run_1/final_placement.png
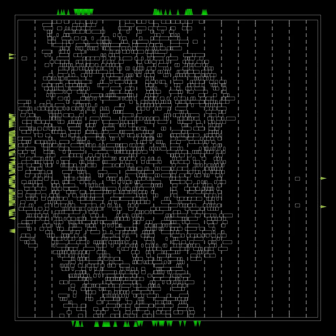
run_1/pdn.png
Scale bar: 50 µm. Pins as bars on the die edge. Tap cells in gray.
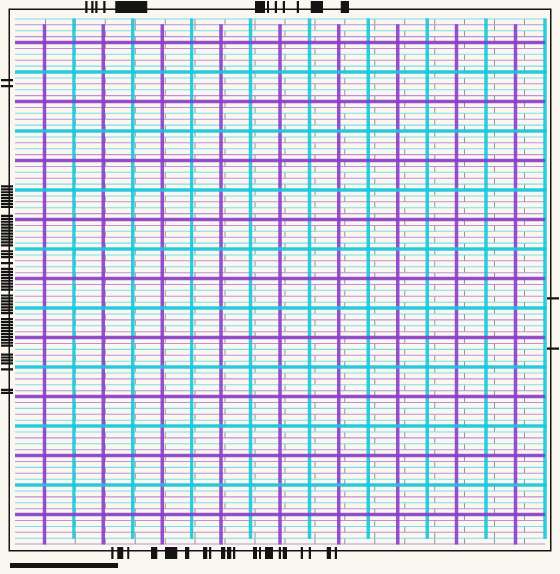
run_1/density.png
Scale bar: 50 µm. 25 x 25 tiles, from white (low) to dark blue (high), 0 to 100% covered.
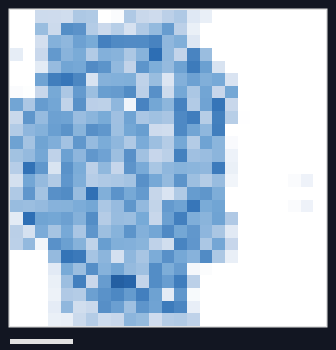
File: src/rtl/cpu_types_pkg.sv
// Shared CPU types; this slice holds the multiply/divide unit opcodes, FSM states and sizing.
package cpu_types_pkg;

    localparam int unsigned MDU_DATA_W = 32;
    localparam int unsigned MDU_ITERS  = MDU_DATA_W;

    typedef enum logic [2:0] {
        MDU_MULT  = 3'd0,
        MDU_MULTU = 3'd1,
        MDU_DIV   = 3'd2,
        MDU_DIVU  = 3'd3,
        MDU_MTHI  = 3'd4,
        MDU_MTLO  = 3'd5
    } mdu_op_t;

    typedef enum logic [2:0] {
        StIdle,
        StMul,
        StDiv,
        StFix,
        StDone
    } mdu_state_t;

endpackage

File: src/rtl/mdu_step.sv
// One combinational multiply/divide iteration on the {upper, lower} accumulator, one shared adder.
module mdu_step #(
    parameter int unsigned DATA_W = 32
) (
    input  logic              is_div,
    input  logic [2*DATA_W:0] acc,
    input  logic [DATA_W-1:0] opnd,
    output logic [2*DATA_W:0] acc_next
);

    logic [DATA_W:0]   x;
    logic [DATA_W:0]   y;
    logic              cin;
    logic [DATA_W+1:0] sum;
    logic [DATA_W:0]   rem_sh;
    logic              no_borrow;

    always_comb begin
        rem_sh = acc[2*DATA_W-1:DATA_W-1];
        if (is_div) begin
            // Trial subtract: rem_sh - divisor as rem_sh + ~divisor + 1
            x   = rem_sh;
            y   = ~{1'b0, opnd};
            cin = 1'b1;
        end else begin
            x   = acc[2*DATA_W:DATA_W];
            y   = acc[0] ? {1'b0, opnd} : '0;
            cin = 1'b0;
        end
        sum       = {1'b0, x} + {1'b0, y} + {{(DATA_W+1){1'b0}}, cin};
        no_borrow = sum[DATA_W+1];
        if (is_div) begin
            acc_next = {(no_borrow ? sum[DATA_W:0] : rem_sh), acc[DATA_W-2:0], no_borrow};
        end else begin
            acc_next = {1'b0, sum[DATA_W:0], acc[DATA_W-1:1]};
        end
    end

endmodule

File: src/rtl/mult_div_unit.sv
// Iterative multiply/divide unit owning HI/LO; one bit per cycle, sign fix-up in a final FIX cycle.
module mult_div_unit
    import cpu_types_pkg::*;
#(
    parameter int unsigned DATA_W = MDU_DATA_W
) (
    input  logic              CLK,
    input  logic              RST,
    input  logic              start,
    input  mdu_op_t           op,
    input  logic [DATA_W-1:0] a,
    input  logic [DATA_W-1:0] b,
    output logic              busy,
    output logic              done,
    output logic              div0,
    output logic [DATA_W-1:0] hi,
    output logic [DATA_W-1:0] lo
);

    localparam int unsigned CntW = $clog2(DATA_W);

    mdu_state_t        state_q, state_d;
    logic [CntW-1:0]   cnt_q, cnt_d;
    logic [2*DATA_W:0] acc_q, acc_d, acc_step;
    logic [DATA_W-1:0] opnd_q, opnd_d;
    logic              is_div_q, is_div_d;
    logic              dz_q, dz_d;
    logic              neg_q, neg_d;
    logic              neg_rem_q, neg_rem_d;
    logic [DATA_W-1:0] hi_q, hi_d, lo_q, lo_d;

    logic                signed_op;
    logic                accept;
    logic [DATA_W-1:0]   a_mag, b_mag;
    logic [2*DATA_W-1:0] prod;
    logic [DATA_W-1:0]   quo, rem;

    mdu_step #(.DATA_W(DATA_W)) u_step (
        .is_div   (is_div_q),
        .acc      (acc_q),
        .opnd     (opnd_q),
        .acc_next (acc_step)
    );

    always_comb begin
        state_d   = state_q;
        cnt_d     = cnt_q;
        acc_d     = acc_q;
        opnd_d    = opnd_q;
        is_div_d  = is_div_q;
        dz_d      = dz_q;
        neg_d     = neg_q;
        neg_rem_d = neg_rem_q;
        hi_d      = hi_q;
        lo_d      = lo_q;

        signed_op = (op == MDU_MULT) || (op == MDU_DIV);
        a_mag     = (signed_op && a[DATA_W-1]) ? -a : a;
        b_mag     = (signed_op && b[DATA_W-1]) ? -b : b;
        accept    = start && ((state_q == StIdle) || (state_q == StDone));

        prod = neg_q ? -acc_q[2*DATA_W-1:0] : acc_q[2*DATA_W-1:0];
        quo  = neg_q ? -acc_q[DATA_W-1:0] : acc_q[DATA_W-1:0];
        rem  = neg_rem_q ? -acc_q[2*DATA_W-1:DATA_W] : acc_q[2*DATA_W-1:DATA_W];

        unique case (state_q)
            StIdle, StDone: begin
                state_d = StIdle;
                if (accept) begin
                    case (op)
                        MDU_MULT, MDU_MULTU: begin
                            state_d  = StMul;
                            cnt_d    = '0;
                            is_div_d = 1'b0;
                            dz_d     = 1'b0;
                            neg_d    = signed_op && (a[DATA_W-1] ^ b[DATA_W-1]);
                            opnd_d   = a_mag;
                            acc_d    = {{(DATA_W+1){1'b0}}, b_mag};
                        end
                        MDU_DIV, MDU_DIVU: begin
                            cnt_d     = '0;
                            is_div_d  = 1'b1;
                            dz_d      = (b == '0);
                            neg_d     = signed_op && (a[DATA_W-1] ^ b[DATA_W-1]);
                            neg_rem_d = signed_op && a[DATA_W-1];
                            opnd_d    = b_mag;
                            // Divide by zero keeps the raw dividend so FIX can return it in HI
                            acc_d     = {{(DATA_W+1){1'b0}}, (b == '0) ? a : a_mag};
                            state_d   = (b == '0) ? StFix : StDiv;
                        end
                        MDU_MTHI: hi_d = a;
                        MDU_MTLO: lo_d = a;
                        default: ;
                    endcase
                end
            end
            StMul, StDiv: begin
                acc_d = acc_step;
                cnt_d = cnt_q + 1'b1;
                if (cnt_q == CntW'(DATA_W - 1)) begin
                    state_d = StFix;
                end
            end
            StFix: begin
                state_d = StDone;
                if (!is_div_q) begin
                    {hi_d, lo_d} = prod;
                end else if (dz_q) begin
                    hi_d = acc_q[DATA_W-1:0];
                    lo_d = '1;
                end else begin
                    hi_d = rem;
                    lo_d = quo;
                end
            end
            default: state_d = StIdle;
        endcase
    end

    always_ff @(posedge CLK) begin
        if (RST) begin
            state_q   <= StIdle;
            cnt_q     <= '0;
            acc_q     <= '0;
            opnd_q    <= '0;
            is_div_q  <= 1'b0;
            dz_q      <= 1'b0;
            neg_q     <= 1'b0;
            neg_rem_q <= 1'b0;
            hi_q      <= '0;
            lo_q      <= '0;
        end else begin
            state_q   <= state_d;
            cnt_q     <= cnt_d;
            acc_q     <= acc_d;
            opnd_q    <= opnd_d;
            is_div_q  <= is_div_d;
            dz_q      <= dz_d;
            neg_q     <= neg_d;
            neg_rem_q <= neg_rem_d;
            hi_q      <= hi_d;
            lo_q      <= lo_d;
        end
    end

    assign busy = (state_q == StMul) || (state_q == StDiv) || (state_q == StFix);
    assign done = (state_q == StDone);
    assign div0 = done && is_div_q && dz_q;
    assign hi   = hi_q;
    assign lo   = lo_q;

endmodule

File: config.mk
export PLATFORM = sky130hd
export DESIGN_NAME = mult_div_unit
export DESIGN_NICKNAME = d
export VERILOG_FILES = /design/src/rtl/cpu_types_pkg.sv /design/src/rtl/mdu_step.sv /design/src/rtl/mult_div_unit.sv
export SDC_FILE = /design/constraint.sdc
export NUM_CORES = 1
export LEC_CHECK = 0
export CAP_MARGIN = 0
export CORE_MARGIN = 2
export CORE_UTILIZATION = 25
export CTS_CLUSTER_DIAMETER = 30
export DETAILED_ROUTE_END_ITERATION = 10
export GPL_TIMING_DRIVEN = 0
export HOLD_SLACK_MARGIN = 0.12
export PLACE_DENSITY = 0.5
export REMOVE_ABC_BUFFERS = 1
export SETUP_SLACK_MARGIN = 0.2
export SLEW_MARGIN = 10
export SYNTH_ARGS = -nofsm -noshare
export SYNTH_HDL_FRONTEND = slang
export SYNTH_SLANG_ARGS = --single-unit
export TNS_END_PERCENT = 10
File: constraint.sdc
create_clock -name CLK -period 8.6 [get_ports CLK]
set_input_delay 0.86 -clock CLK [delete_from_list [all_inputs] [get_ports CLK]]
set_output_delay 0.86 -clock CLK [all_outputs]
set_load 0.03 [all_outputs]
==> flow_metrics.tcl, run 1 <==
# flow metrics
set metrics [dict create \
    cts_sinks 173 \
    finalCriticalPeriod_ns 6.11 \
    syn_inst 2066 \
    final_cell_mix "nand2_1, nor2_1, a21oi_1, o21ai_0, dfxtp_1" \
    ys_types 80 \
    routedWlPerCell_um 22.2 \
    worstMarginPinSlew_ns 1.20 \
    r2r-start "is_div_q" \
    most_common_cell "nand2_1" \
    top_area_share_pct 23.1 \
    finalHoldViolCount 0 \
    power_frac_clock_pct 36.8 \
    yosys.area_share.aoi_pct 28.4 \
    std_cell_rows 89 \
    root_buffer "clkbuf_16" \
    fin_crit_sh_pct 71.1 \
    powerComb_uw 510 \
    numPortBuffers 136 \
    final_cell_area_um2 17500 \
    hp-start "lo[31]" \
    yosysTopAreaCell "dfxtp_1" \
    status "finished, final reports clean" \
    worstHoldEndpoint "lo[31]" \
    p_seq_share_pct 40.2 \
    cp-end-kind "flip-flop" \
    top_cells_by_count "nand2_1, nor2_1, a21oi_1, clkbuf_1, dfxtp_1" \
    post_dp_cell_area_um2 16900 \
    synthToLayoutAreaGrowth_pct 16.8 \
    flop_cell "dfxtp_1" \
    grt_first_pass_wirelength_um 94500 \
    p_switching_uw 785 \
    clock_skew_ns 0.0115 \
    setup_slack_ns 2.49 \
    ant_nets 0 \
    min_path_cells 2 \
    num_vias 15800 \
    cts.repair.resized 0 \
    critical_path.startpoint_type "flip-flop" \
    ys_cells 2066 \
    globalplace.congestion 0.888 \
    syn_avg_cell_area_um2 7.26 \
    p_clk_uw 819 \
    synthesis.area_um2 15000 \
    tns_ns 0 \
    grt_usage_pct 19.6 \
    drt_first_iter_violations 1451 \
    die_area_um2 62000 \
    combPwrFrac_pct 22.9 \
    crit_type "flip-flop to flip-flop" \
    warning_count 26 \
    path_clk_slew_ns 0.08 \
    ys_warn_count 0 \
    drt_pre_antenna_iters 7 \
    r2r_slack_ns 2.49 \
    total_power_mw 2.22 \
    finalNetCount 2144 \
    drive_gt1_share_pct 7.62 \
    place_hpwl_um 47000 \
    timing.rr.end "acc_q[41]" \
    rsz0062_at_grt "false" \
    htreeDepth 4 \
    report.final.setup_viol 0 \
    sw_frac_of_total_pct 35.3 \
    lay_top_count "nand2_1" \
    clk_path_buf_depth 2 \
    numCtsBuffers 17 \
]
## Picture notes: final_placement.png
FF+latch count: 173
Core Footprint: 59100 µm²
final cell count without fillers: 2821

## Picture notes: pdn.png
- purple: VSS
- cyan: VDD
- met1 rails: 90
- signal pins: 137
- met4 straps: 18
- tap cells: 773
- rows: 89
Die X: 249 µm
Max rail drop VDD: 0.158 mV
Die Y: 249 µm

## Picture notes: density.png
- emptiest ninth of the die: lower right
- mean over tiles: 27%
- tiles over 75% full: 0.50%
FP Util: 25.4%
final core utilization: 29.6%

-- run 1: worst max-delay path by stage --
stage          startpoint   endpoint  cells after the start  slack [ns]
6_report         is_div_q  acc_q[41]                     13        2.49
4_1_cts          is_div_q  acc_q[41]                     13        2.77
3_5_place_dp     is_div_q  acc_q[41]                     13        2.82
3_3_place_gp     is_div_q  acc_q[60]                     11       -2.79
5_1_grt          is_div_q  acc_q[53]                     14        2.35
2_1_floorplan    is_div_q  acc_q[32]                     12        1.49
-- run 1: routing by layer --
layer	wire length, µm	GRT usage (%)	up-vias
met3	3220	2.27	127
met1	28000	25.4	7568
met4	2840	10.2	0
li1	-	-	7460
met5	0	0	-
met2	28700	31.9	598
-- run 1: worst max-delay path, cell delays in order, from the launching register on --
cell	delay, ns
dfxtp_4	0.91
buf_16	0.30
inv_2	0.21
buf_12	0.23
o21ai_0	0.34
ha_1	0.36
a21oi_1	0.30
o21ai_0	0.19
a32oi_1	0.29
nand3_1	0.24
o211ai_1	1.01
nand2_2	0.80
nand2_1	0.54
o211ai_1	0.15
-- run 1: cell type report --
cell class | count | area [µm²]
diodes | 1 | 2.50
clock buffers | 19 | 453
clock inverters | 13 | 125
fillers | 6344 | 41600
inverters | 30 | 113
multi-input cells | 1661 | 10700
flip-flops and latches | 173 | 3470
well taps | 773 | 967
repair buffers | 151 | 1660
-- run 1: stage by stage --
stage	util [%]	hold WS (ns)
floorplan	-	0.432
global placement	28.0	0.444
detailed placement	28.6	0.443
CTS	29.6	0.457
global route	29.6	0.472
finish	29.6	0.454
-- run 1: state kept, by name, indices dropped and copies added (netlist names) --
register	flops
neg_q	1
cnt_q	5
hi	32
neg_rem_q	1
opnd_q	32
is_div_q	1
acc_q	65
state_q	3
dz_q	1
lo	32
==> run 2: changes to the inputs <==
- clock period: 8.6 -> 5.8 ns (I/O delays scaled with it)
==> run 2 against run 1 <==
Worst hold slack improved by 0.0015 ns. Total power rose by 48%. Combinational power rose by 49%. Non-clock buffer count rose by 3. Register-to-register slack got worse by 1.7 ns. Setup slack got worse by 1.7 ns. Core utilization rose by 0.063 points. Sequential power rose by 48%. Maximum frequency rose by 22%. Count of clock-buffer cells in the layout did not move. Critical path type unchanged. Critical endpoint unchanged.
==> flow_metrics.tcl, run 2 <==
# flow metrics
set metrics [dict create \
    syn_avg_cell_area_um2 7.26 \
    synthToLayoutAreaGrowth_pct 17.0 \
    rsz0062_at_grt "false" \
    crit_buf_inv 4 \
    diodes 0 \
    cp-end-kind "flip-flop" \
    ys_cells 2066 \
    crit_chain "buf_16 > inv_2 > buf_12 > nand3_1 > o21ai_0 > ha_1 > nand4_1 > nor4b_1 > o211ai_1 > nand3_1 > o211ai_1 > buf_4 > nand2_2 > nand2_1 > o211ai_1" \
    syn_inst 2066 \
    grt_first_pass_wirelength_um 94500 \
    finalNetCount 2147 \
    clock_skew_ns 0.0132 \
    most_common_cell "nand2_1" \
    final_cell_mix "nand2_1, nor2_1, a21oi_1, o21ai_0, dfxtp_1" \
    std_cell_rows 89 \
    status "finished, final reports clean" \
    ys_types 80 \
    setup_slack_ns 0.785 \
    cts_sinks 173 \
    critical_path.startpoint_type "flip-flop" \
    num_vias 15800 \
    place_hpwl_um 47000 \
    drt_pre_antenna_iters 6 \
    synthesis.area_um2 15000 \
    clk_path_buf_depth 2 \
    grt-busiest-layer "met2" \
    numCtsBuffers 17 \
    cts.repair.resized 0 \
    regMostFlops "acc_q" \
    routedWlPerCell_um 22.4 \
    ys_warn_count 0 \
    total_power_mw 3.30 \
    grt_util_met3_pct 2.26 \
    worstMarginPinSlew_ns 1.22 \
    finalCriticalPeriod_ns 5.02 \
    flop_cell "dfxtp_1" \
    fp.coreArea_um2 59100 \
    finalHoldViolCount 0 \
    cpLargestDelayFamily "simple AND/OR/NAND/NOR gates" \
]
==> run 2: cell type report <==
class,count,area (µm²)
Timing Repair Buffer,154,1700
Multi-Input combinational cell,1661,10700
Fill cell,6339,41600
Clock buffer,19,453
Clock inverter,13,125
Sequential cell,173,3470
Inverter,30,113
Tap cell,773,967
==> run 2: worst paths after layout <==
| kind | start | endpoint | slack, ns | cells past startpoint |
|---|---|---|---|---|
| min | lo[28] | lo[28] | 0.46 | 2 |
| max | is_div_q | acc_q[41] | 0.78 | 15 |
| max reg2reg | is_div_q | acc_q[41] | 0.78 | 15 |
| min reg2reg | lo[28] | lo[28] | 0.46 | 2 |
==> run 2: layer usage <==
metal | up-vias | routed length, µm
met1 | 7548 | 27800
met4 | 0 | 2930
li1 | 7462 | -
met5 | - | 0
met3 | 133 | 3620
met2 | 641 | 28800
==> run 2: power by group <==
part	internal, mW	switching, mW
logic	0.274	0.486
clock network	0.625	0.584
registers	1.24	0.0896
==> run 2: cells by family after synthesis <==
| kind of cell | count (synthesis) | share of synthesized area (%) |
|---|---|---|
| mux | 93 | 6.61 |
| fa+ha+maj | 40 | 3.44 |
| simple gates | 669 | 21.0 |
| compound gates | 663 | 28.4 |
| buf+inv | 232 | 5.98 |
| xor+xnor | 196 | 11.4 |
| flops | 173 | 23.1 |
==> run 2: per-stage QoR <==
stage / instance area (µm²) / cells / TNS [ns] / hold WS, ns
after global placement: 16500 / 2773 / -335.11 / 0.444
after global routing: 17500 / 2823 / 0 / 0.472
final: 17500 / 2823 / 0 / 0.455
after detailed placement: 16900 / 2788 / 0 / 0.443
after floorplan: 14200 / 1864 / -37.65 / 0.432
after CTS: 17500 / 2822 / 0 / 0.457
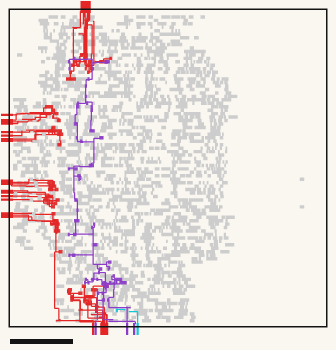
run_2/port_nets.png
Scale bar: 50 µm.
- red: b (bits 32; direction input; edge 18 left, 7 bottom, 7 top; end cells 75; wire 1680 µm)
- purple: op (bits 3; direction input; edge bottom; end cells 61; wire 653 µm)
- cyan: done (bits 1; direction output; edge bottom; end cells 1; wire 25.5 µm)
io pins: 137
Port Buffers: 136

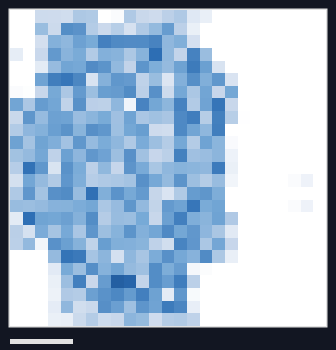
run_2/density.png
Scale bar: 50 µm. 25 x 25 tiles, from white (low) to dark blue (high), 0 to 100% covered.
- nearly empty tiles: 37%
- tiles over 75% full: 0.50%
- emptiest ninth of the die: lower right
final core utilization: 29.7%

Power is estimated from default activity; no workload was simulated.
